Run 1, track usage over the die:
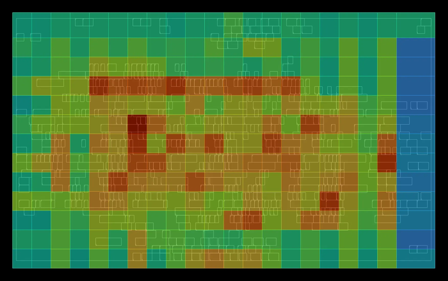
Run 1, the metal 3 layer:
Scale bar: 50 um.
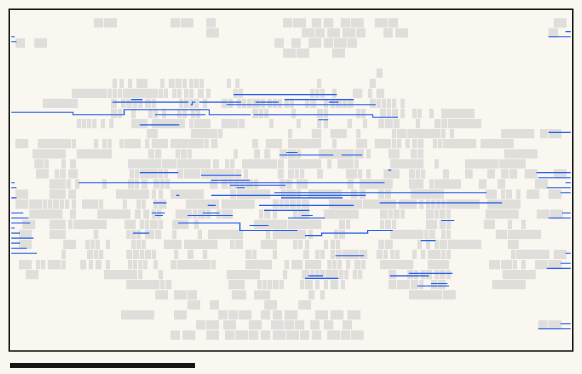
Run 1, close-up of the layout:
Scale bar: 10 um. Window x 94 to 134, y 3 to 43 um. Cells in gray, sequential cells in the stronger gray; small squares are vias.
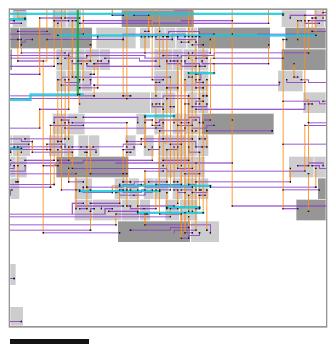
Run 1, the metal 1 layer:
Scale bar: 50 um. Supply wires on this layer in gray.
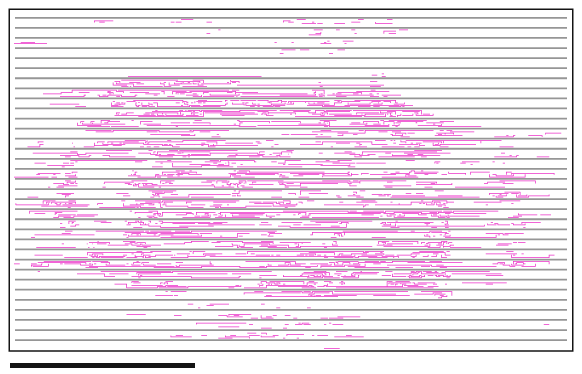
===== config.mk =====
export PLATFORM = sky130hd
export DESIGN_NAME = projectile_cat_flat
export DESIGN_NICKNAME = d
export VERILOG_FILES = /design/src/rtl/vga_if.sv /design/src/rtl/projectile_cat.sv /design/src/flat_wrapper.sv
export SDC_FILE = /design/constraint.sdc
export NUM_CORES = 1
export LEC_CHECK = 0
export ABC_AREA = 1
export CAP_MARGIN = 20
export CORE_ASPECT_RATIO = 0.6
export CORE_UTILIZATION = 30
export CTS_CLUSTER_DIAMETER = 40
export DETAILED_ROUTE_END_ITERATION = 8
export GPL_TIMING_DRIVEN = 0
export SLEW_MARGIN = 20
export SYNTH_ARGS = -nofsm -noshare
export SYNTH_HDL_FRONTEND = slang
export SYNTH_SLANG_ARGS = --single-unit

===== constraint.sdc =====
create_clock -name clk -period 3.25 [get_ports clk]
set_clock_uncertainty 0.2 [all_clocks]
set_input_delay 0.65 -clock clk [delete_from_list [all_inputs] [get_ports clk]]
set_output_delay 0.65 -clock clk [all_outputs]
set_load 0.01 [all_outputs]

===== src/rtl/vga_if.sv =====
// ============================================================================
// Module      : vga_if
// Description : VGA pixel stream bundle (timing counters, syncs, blanks, rgb).
// Revision    : 1.0 - initial release
// ============================================================================
`default_nettype none

interface vga_if;
    logic [10:0] hcount;
    logic [10:0] vcount;
    logic        hsync;
    logic        vsync;
    logic        hblnk;
    logic        vblnk;
    logic [11:0] rgb;

    modport master (
        output hcount, vcount, hsync, vsync, hblnk, vblnk, rgb
    );

    modport slave (
        input  hcount, vcount, hsync, vsync, hblnk, vblnk, rgb
    );
endinterface

`default_nettype wire


===== src/rtl/projectile_cat.sv =====
// ============================================================================
// Module      : projectile_cat
// Description : Launches a projectile on space release, integrates a per-frame
//               ballistic trajectory, overlays it on VGA and reports landing x.
//               Overlay drawing is enabled by defining PROJECTILE_DRAW_EN.
// Revision    : 1.0 - initial release
// ============================================================================
`default_nettype none

module projectile_cat #(
    parameter int X_START   = 20,
    parameter int Y_START   = 380,
    parameter int GROUND_Y  = 440,
    parameter int X_LIMIT   = 780,
    parameter int GRAVITY   = 1,
    parameter int PROJ_SIZE = 8,
    parameter int PROJ_RGB  = 12'hFF0
) (
    input  logic       clk,
    input  logic       rst,
    input  logic       space,
    input  logic [9:0] throw_force,
    vga_if.slave       vga_in,
    vga_if.master      vga_out,
    output logic       busy,
    output logic       landed,
    output logic [9:0] land_x
);

    localparam logic        [10:0] c_X_START  = 11'(X_START);
    localparam logic        [10:0] c_X_LIMIT  = 11'(X_LIMIT);
    localparam logic signed [11:0] c_Y_START  = 12'(Y_START);
    localparam logic signed [11:0] c_GROUND_Y = 12'(GROUND_Y);
    localparam logic signed [11:0] c_GRAVITY  = 12'(GRAVITY);
    localparam logic        [11:0] c_SIZE_X   = 12'(PROJ_SIZE);
    localparam logic signed [12:0] c_SIZE_Y   = 13'(PROJ_SIZE);
    localparam logic        [11:0] c_RGB      = 12'(PROJ_RGB);
`ifdef PROJECTILE_DRAW_EN
    localparam logic               c_DRAW_EN  = 1'b1;
`else
    localparam logic               c_DRAW_EN  = 1'b0;
`endif

    typedef enum logic [1:0] {
        S_IDLE   = 2'd0,
        S_ARM    = 2'd1,
        S_FLIGHT = 2'd2,
        S_LANDED = 2'd3
    } state_t;

    state_t              r_state;
    state_t              w_state_nxt;
    logic                r_space_prev;
    logic                r_vblnk_prev;
    logic         [10:0] r_x;
    logic signed  [11:0] r_y;
    logic         [4:0]  r_vx;
    logic signed  [11:0] r_vy;
    logic         [9:0]  r_land_x;

    logic                w_release;
    logic                w_tick;
    logic         [7:0]  w_f;
    logic         [4:0]  w_vx0;
    logic signed  [11:0] w_vy0;
    logic         [10:0] w_x_sum;
    logic signed  [11:0] w_y_sum;
    logic signed  [11:0] w_vy_sum;
    logic                w_hit_x;
    logic                w_hit_y;

    assign w_release = r_space_prev & ~space;
    assign w_tick    = vga_in.vblnk & ~r_vblnk_prev;

    // Saturate the charge at 128 so vx spans 0..16 and vy0 spans -32..0.
    assign w_f   = (throw_force > 10'd128) ? 8'd128 : throw_force[7:0];
    assign w_vx0 = w_f[7:3];
    assign w_vy0 = -$signed({6'b0, w_f[7:2]});

    assign w_x_sum  = r_x + {6'b0, r_vx};
    assign w_y_sum  = r_y + r_vy;
    assign w_vy_sum = r_vy + c_GRAVITY;
    assign w_hit_x  = (w_x_sum >= c_X_LIMIT);
    assign w_hit_y  = (w_y_sum >= c_GROUND_Y);

    always_ff @(posedge clk or posedge rst) begin
        if (rst) begin
            r_state      <= S_IDLE;
            r_space_prev <= 1'b0;
            r_vblnk_prev <= 1'b0;
        end else begin
            r_state      <= w_state_nxt;
            r_space_prev <= space;
            r_vblnk_prev <= vga_in.vblnk;
        end
    end

    always_comb begin
        w_state_nxt = r_state;
        busy        = 1'b0;
        landed      = 1'b0;
        case (r_state)
            S_IDLE: begin
                if (w_release) w_state_nxt = S_ARM;
            end
            S_ARM: begin
                busy        = 1'b1;
                w_state_nxt = S_FLIGHT;
            end
            S_FLIGHT: begin
                busy = 1'b1;
                if (w_tick && (w_hit_x || w_hit_y)) w_state_nxt = S_LANDED;
            end
            S_LANDED: begin
                landed      = 1'b1;
                w_state_nxt = S_IDLE;
            end
            default: w_state_nxt = S_IDLE;
        endcase
    end

    // land_x is loaded on the landing tick so it is already valid during the pulse.
    always_ff @(posedge clk or posedge rst) begin
        if (rst) begin
            r_x      <= c_X_START;
            r_y      <= c_Y_START;
            r_vx     <= 5'd0;
            r_vy     <= 12'sd0;
            r_land_x <= 10'd0;
        end else if (r_state == S_ARM) begin
            r_x  <= c_X_START;
            r_y  <= c_Y_START;
            r_vx <= w_vx0;
            r_vy <= w_vy0;
        end else if (r_state == S_FLIGHT && w_tick) begin
            r_vy <= w_vy_sum;
            if (w_hit_x) begin
                r_x      <= c_X_LIMIT;
                r_y      <= w_y_sum;
                r_land_x <= c_X_LIMIT[9:0];
            end else if (w_hit_y) begin
                r_x      <= w_x_sum;
                r_y      <= c_GROUND_Y;
                r_land_x <= w_x_sum[9:0];
            end else begin
                r_x <= w_x_sum;
                r_y <= w_y_sum;
            end
        end
    end

    assign land_x = r_land_x;

    logic                w_on_x;
    logic                w_on_y;
    logic         [11:0] w_hc;
    logic         [11:0] w_x_end;
    logic signed  [12:0] w_vc;
    logic signed  [12:0] w_y_top;
    logic signed  [12:0] w_y_end;

    assign w_hc    = {1'b0, vga_in.hcount};
    assign w_x_end = {1'b0, r_x} + c_SIZE_X;
    assign w_on_x  = (w_hc >= {1'b0, r_x}) && (w_hc < w_x_end);

    // Vertical test is signed so a projectile above the screen never wraps onto it.
    assign w_vc    = $signed({2'b00, vga_in.vcount});
    assign w_y_top = {r_y[11], r_y};
    assign w_y_end = w_y_top + c_SIZE_Y;
    assign w_on_y  = (w_vc >= w_y_top) && (w_vc < w_y_end);

    assign vga_out.hcount = vga_in.hcount;
    assign vga_out.vcount = vga_in.vcount;
    assign vga_out.hsync  = vga_in.hsync;
    assign vga_out.vsync  = vga_in.vsync;
    assign vga_out.hblnk  = vga_in.hblnk;
    assign vga_out.vblnk  = vga_in.vblnk;
    assign vga_out.rgb    = (c_DRAW_EN && (r_state != S_IDLE) && w_on_x && w_on_y)
                            ? c_RGB : vga_in.rgb;

endmodule

`default_nettype wire


===== src/flat_wrapper.sv =====
// flat-port wrapper written by rule: the top's interface ports become plain ports
module projectile_cat_flat 
#(
    parameter int X_START   = 20,
    parameter int Y_START   = 380,
    parameter int GROUND_Y  = 440,
    parameter int X_LIMIT   = 780,
    parameter int GRAVITY   = 1,
    parameter int PROJ_SIZE = 8,
    parameter int PROJ_RGB  = 12'hFF0
)
  (clk, rst, space, throw_force, busy, landed, land_x, vga_in_hcount, vga_in_vcount, vga_in_hsync, vga_in_vsync, vga_in_hblnk, vga_in_vblnk, vga_in_rgb, vga_out_hcount, vga_out_vcount, vga_out_hsync, vga_out_vsync, vga_out_hblnk, vga_out_vblnk, vga_out_rgb);
  vga_if vga_in_i ();
  vga_if vga_out_i ();
  input  logic clk;
  input  logic rst;
  input  logic space;
  input  logic [9:0] throw_force;
  output logic busy;
  output logic landed;
  output logic [9:0] land_x;
  input wire logic [$bits(vga_in_i.hcount)-1:0] vga_in_hcount;
  input wire logic [$bits(vga_in_i.vcount)-1:0] vga_in_vcount;
  input wire logic [$bits(vga_in_i.hsync)-1:0] vga_in_hsync;
  input wire logic [$bits(vga_in_i.vsync)-1:0] vga_in_vsync;
  input wire logic [$bits(vga_in_i.hblnk)-1:0] vga_in_hblnk;
  input wire logic [$bits(vga_in_i.vblnk)-1:0] vga_in_vblnk;
  input wire logic [$bits(vga_in_i.rgb)-1:0] vga_in_rgb;
  output wire logic [$bits(vga_out_i.hcount)-1:0] vga_out_hcount;
  output wire logic [$bits(vga_out_i.vcount)-1:0] vga_out_vcount;
  output wire logic [$bits(vga_out_i.hsync)-1:0] vga_out_hsync;
  output wire logic [$bits(vga_out_i.vsync)-1:0] vga_out_vsync;
  output wire logic [$bits(vga_out_i.hblnk)-1:0] vga_out_hblnk;
  output wire logic [$bits(vga_out_i.vblnk)-1:0] vga_out_vblnk;
  output wire logic [$bits(vga_out_i.rgb)-1:0] vga_out_rgb;
  assign vga_in_i.hcount = vga_in_hcount;
  assign vga_in_i.vcount = vga_in_vcount;
  assign vga_in_i.hsync = vga_in_hsync;
  assign vga_in_i.vsync = vga_in_vsync;
  assign vga_in_i.hblnk = vga_in_hblnk;
  assign vga_in_i.vblnk = vga_in_vblnk;
  assign vga_in_i.rgb = vga_in_rgb;
  assign vga_out_hcount = vga_out_i.hcount;
  assign vga_out_vcount = vga_out_i.vcount;
  assign vga_out_hsync = vga_out_i.hsync;
  assign vga_out_vsync = vga_out_i.vsync;
  assign vga_out_hblnk = vga_out_i.hblnk;
  assign vga_out_vblnk = vga_out_i.vblnk;
  assign vga_out_rgb = vga_out_i.rgb;
  projectile_cat #(.X_START(X_START), .Y_START(Y_START), .GROUND_Y(GROUND_Y), .X_LIMIT(X_LIMIT), .GRAVITY(GRAVITY), .PROJ_SIZE(PROJ_SIZE), .PROJ_RGB(PROJ_RGB)) u_core (.clk(clk), .rst(rst), .space(space), .throw_force(throw_force), .vga_in(vga_in_i), .vga_out(vga_out_i), .busy(busy), .landed(landed), .land_x(land_x));
endmodule

==> results.txt, run 1 <==
fresh numbers from the pnr run: Crit Reg-Reg Startpoint=u_core.r_vx[0], Setup crit end=u_core.r_vy[6], Worst Hold Launch=u_core.land_x[5], Post-Syn Area=0.004039 mm2, buffers and inverters on the worst path=5, cell type with the largest total area=dfrtp_1, #FFs+latches synth=54, Logic pwr share=0.627, CTS buffer count=5, post-CTS resize count=0, crit-path cells=clkdlybuf4s50_1 > inv_1 > nor3_1 > inv_1 > nand2_1 > buf_2 > buf_1 > a31oi_1, CTS tree=built, top_reg_cell synth=dfrtp_1, most frequent cells in the layout=158 x nand2_1, 63 x clkdlybuf4s50_1, 59 x inv_1, 59 x nor2_1, 46 x dfrtp_1, clk latency late pin=0.30 ns, met2 Use GR=0.2273, Ports=101, r2r endpoint=u_core.land_x[8], most common cell in the netlist=nand2_1, status=finished, final reports clean, Worst EP arrival=2.95 ns, Iter 0 DRT Violations=292, Power Combinational=2950 uW, distinct cell type count after synthesis=43, number of enable flip-flop cells=0, n_taps=170, Cells after Synth=561, Comb area share=0.4131, xor/xnor share=0.01518, worst rel slew slack=0.5427, pins over their slew limit=0, clk slew on worst S/H paths=0.07 ns, Worst Hold Class=reg2reg, hold_buf cts=0, Clk. pwr=600 uW, adder-cell share of the synthesized area=0.08116, Max Used Layer=met4, Biggest consumer=combinational cells, aoi share=0.1078
## Picture notes: 'track usage over the die'
most used routing layer: met1
All-Layer GR Usage: 0.1699
global-route met3 utilization: 0.04229

## Picture notes: 'the metal 3 layer'
The layer carries 874 um of wire. The layer holds 8.0% of the routed length. The longest straight run is 82.3 um.
final wirelength: 10900 um
routed vias: 3833

## Picture notes: 'close-up of the layout'
Green stands for met4. Orange stands for met2. Purple stands for met1. Cyan stands for met3.
Netlist names of flops here include `u_core.r_x` (6), `u_core.land_x` (2). 75 logic cells have their middle in the window. Most frequent: nand2_1 (22), inv_1 (9), nand3_1 (9). Sequential cells in the window: 8.

## Picture notes: 'the metal 1 layer'
636 nets have wire on it. The layer holds 52% of the routed length. The wires run mostly horizontal. The layer carries 5680 um of wire.
GRT met1 Usage: 0.2674

Run 1, gate-type map:
Scale bar: 50 um.
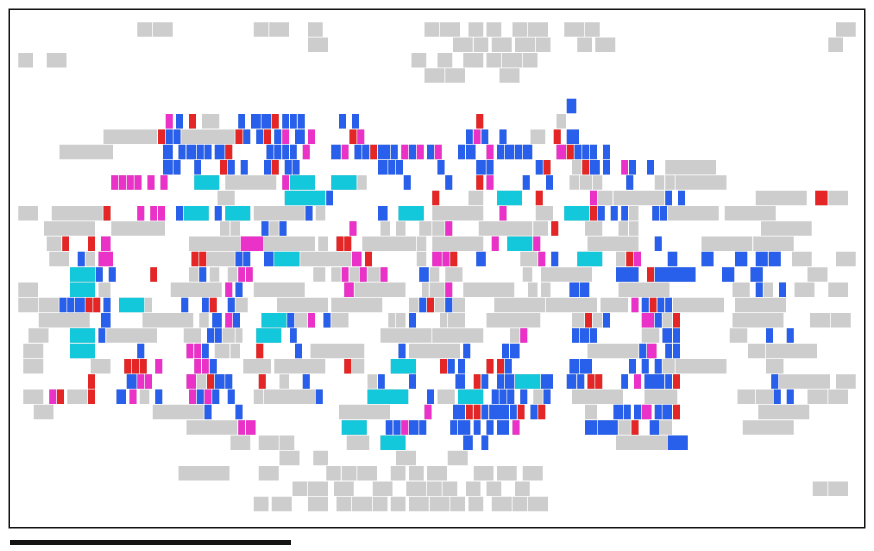

## Run 2: what changed since run 1
--- a/config.mk
+++ b/config.mk
@@ -8,6 +8,7 @@
 export ABC_AREA = 1
 export CAP_MARGIN = 20
 export CORE_ASPECT_RATIO = 0.6
+export CORE_MARGIN = 5
 export CORE_UTILIZATION = 30
 export CTS_CLUSTER_DIAMETER = 40
 export DETAILED_ROUTE_END_ITERATION = 8
Run 2, gate-type map:
Scale bar: 50 um.
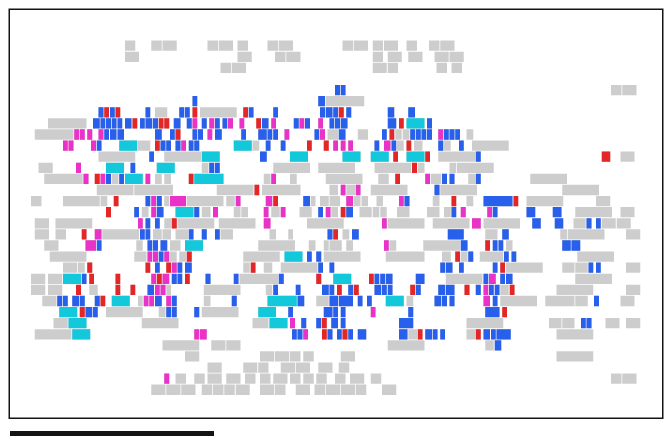
Magenta stands for NOR gates, cells 71, most used nor2_1. Red stands for inverters, cells 63, most used inv_1. Cyan stands for adder and majority cells, cells 25, most used ha_1. Blue stands for NAND gates, cells 218, most used nand2_1.
most frequent logic cell in the layout: nand2_1
Comb area share: 0.4150
post-route insts no fill: 802

Run 2, track usage over the die:
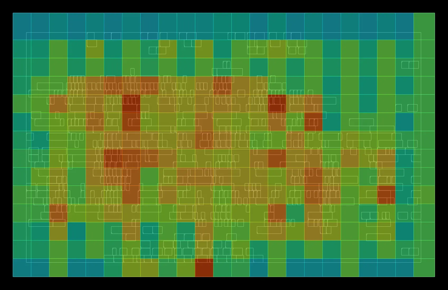
global-route met3 utilization: 0.02749
All-Layer GR Usage: 0.1423

==> run 2 against run 1 <==
Synthesized cell count unchanged. Sequential share of layout area increased by 0.13 points. Critical path type unchanged. Register-to-register slack got worse by 0.05 ns.
==> results.txt, run 2 <==
fresh numbers from the pnr run: Post-synth seq share=0.3371, Ports=101 (unchanged), cell type with the largest total area=dfrtp_1, most used routing layer=met1, adder-cell share of the synthesized area=0.08116 (unchanged), Logic pwr share=0.638 (+0.011), Seq/total area=0.2707, antenna-violating nets left=0, Cells after Synth=561 (unchanged), fill count=1358, routed vias=3849 (+0.42%), Power Combinational=2980 uW (about the same), top_reg_cell synth=dfrtp_1, hold_buf cts=0 (unchanged), buffers and inverters on the worst path=5 (unchanged), number of enable flip-flop cells=0 (unchanged), #FFs+latches synth=54 (unchanged), final wirelength=11350 um (+4.2%), distinct cell type count after synthesis=43 (unchanged), r2r endpoint=u_core.r_y[1], Clk. pwr=546 uW (-9.0%), status=finished, final reports clean, Max Used Layer=met4, crit-path cells=clkdlybuf4s50_1 > inv_1 > nor3_1 > inv_1 > nand2_1 > buf_2 > buf_1 > a31oi_1, xor/xnor share=0.01518 (unchanged), Crit Reg-Reg Startpoint=u_core.r_vy[0], Worst Hold Launch=u_core.land_x[0], CTS tree=built, aoi share=0.1078 (unchanged), Worst EP arrival=3.02 ns (+0.07 ns), Biggest consumer=combinational cells, n_taps=170 (unchanged), Setup crit end=u_core.r_vy[6], clk latency late pin=0.30 ns (about the same), GRT met1 Usage=0.2227 (-0.04475), worst rel slew slack=0.5385 (-0.004193), Worst Hold Class=reg2reg, post-CTS resize count=0 (unchanged), CTS buffer count=5 (unchanged), via-per-instance ratio=4.799, most frequent cells in the layout=158 x nand2_1, 63 x clkdlybuf4s50_1, 59 x inv_1, 59 x nor2_1, 46 x dfrtp_1
No activity file was given, so power comes from the tool's default toggle rates.
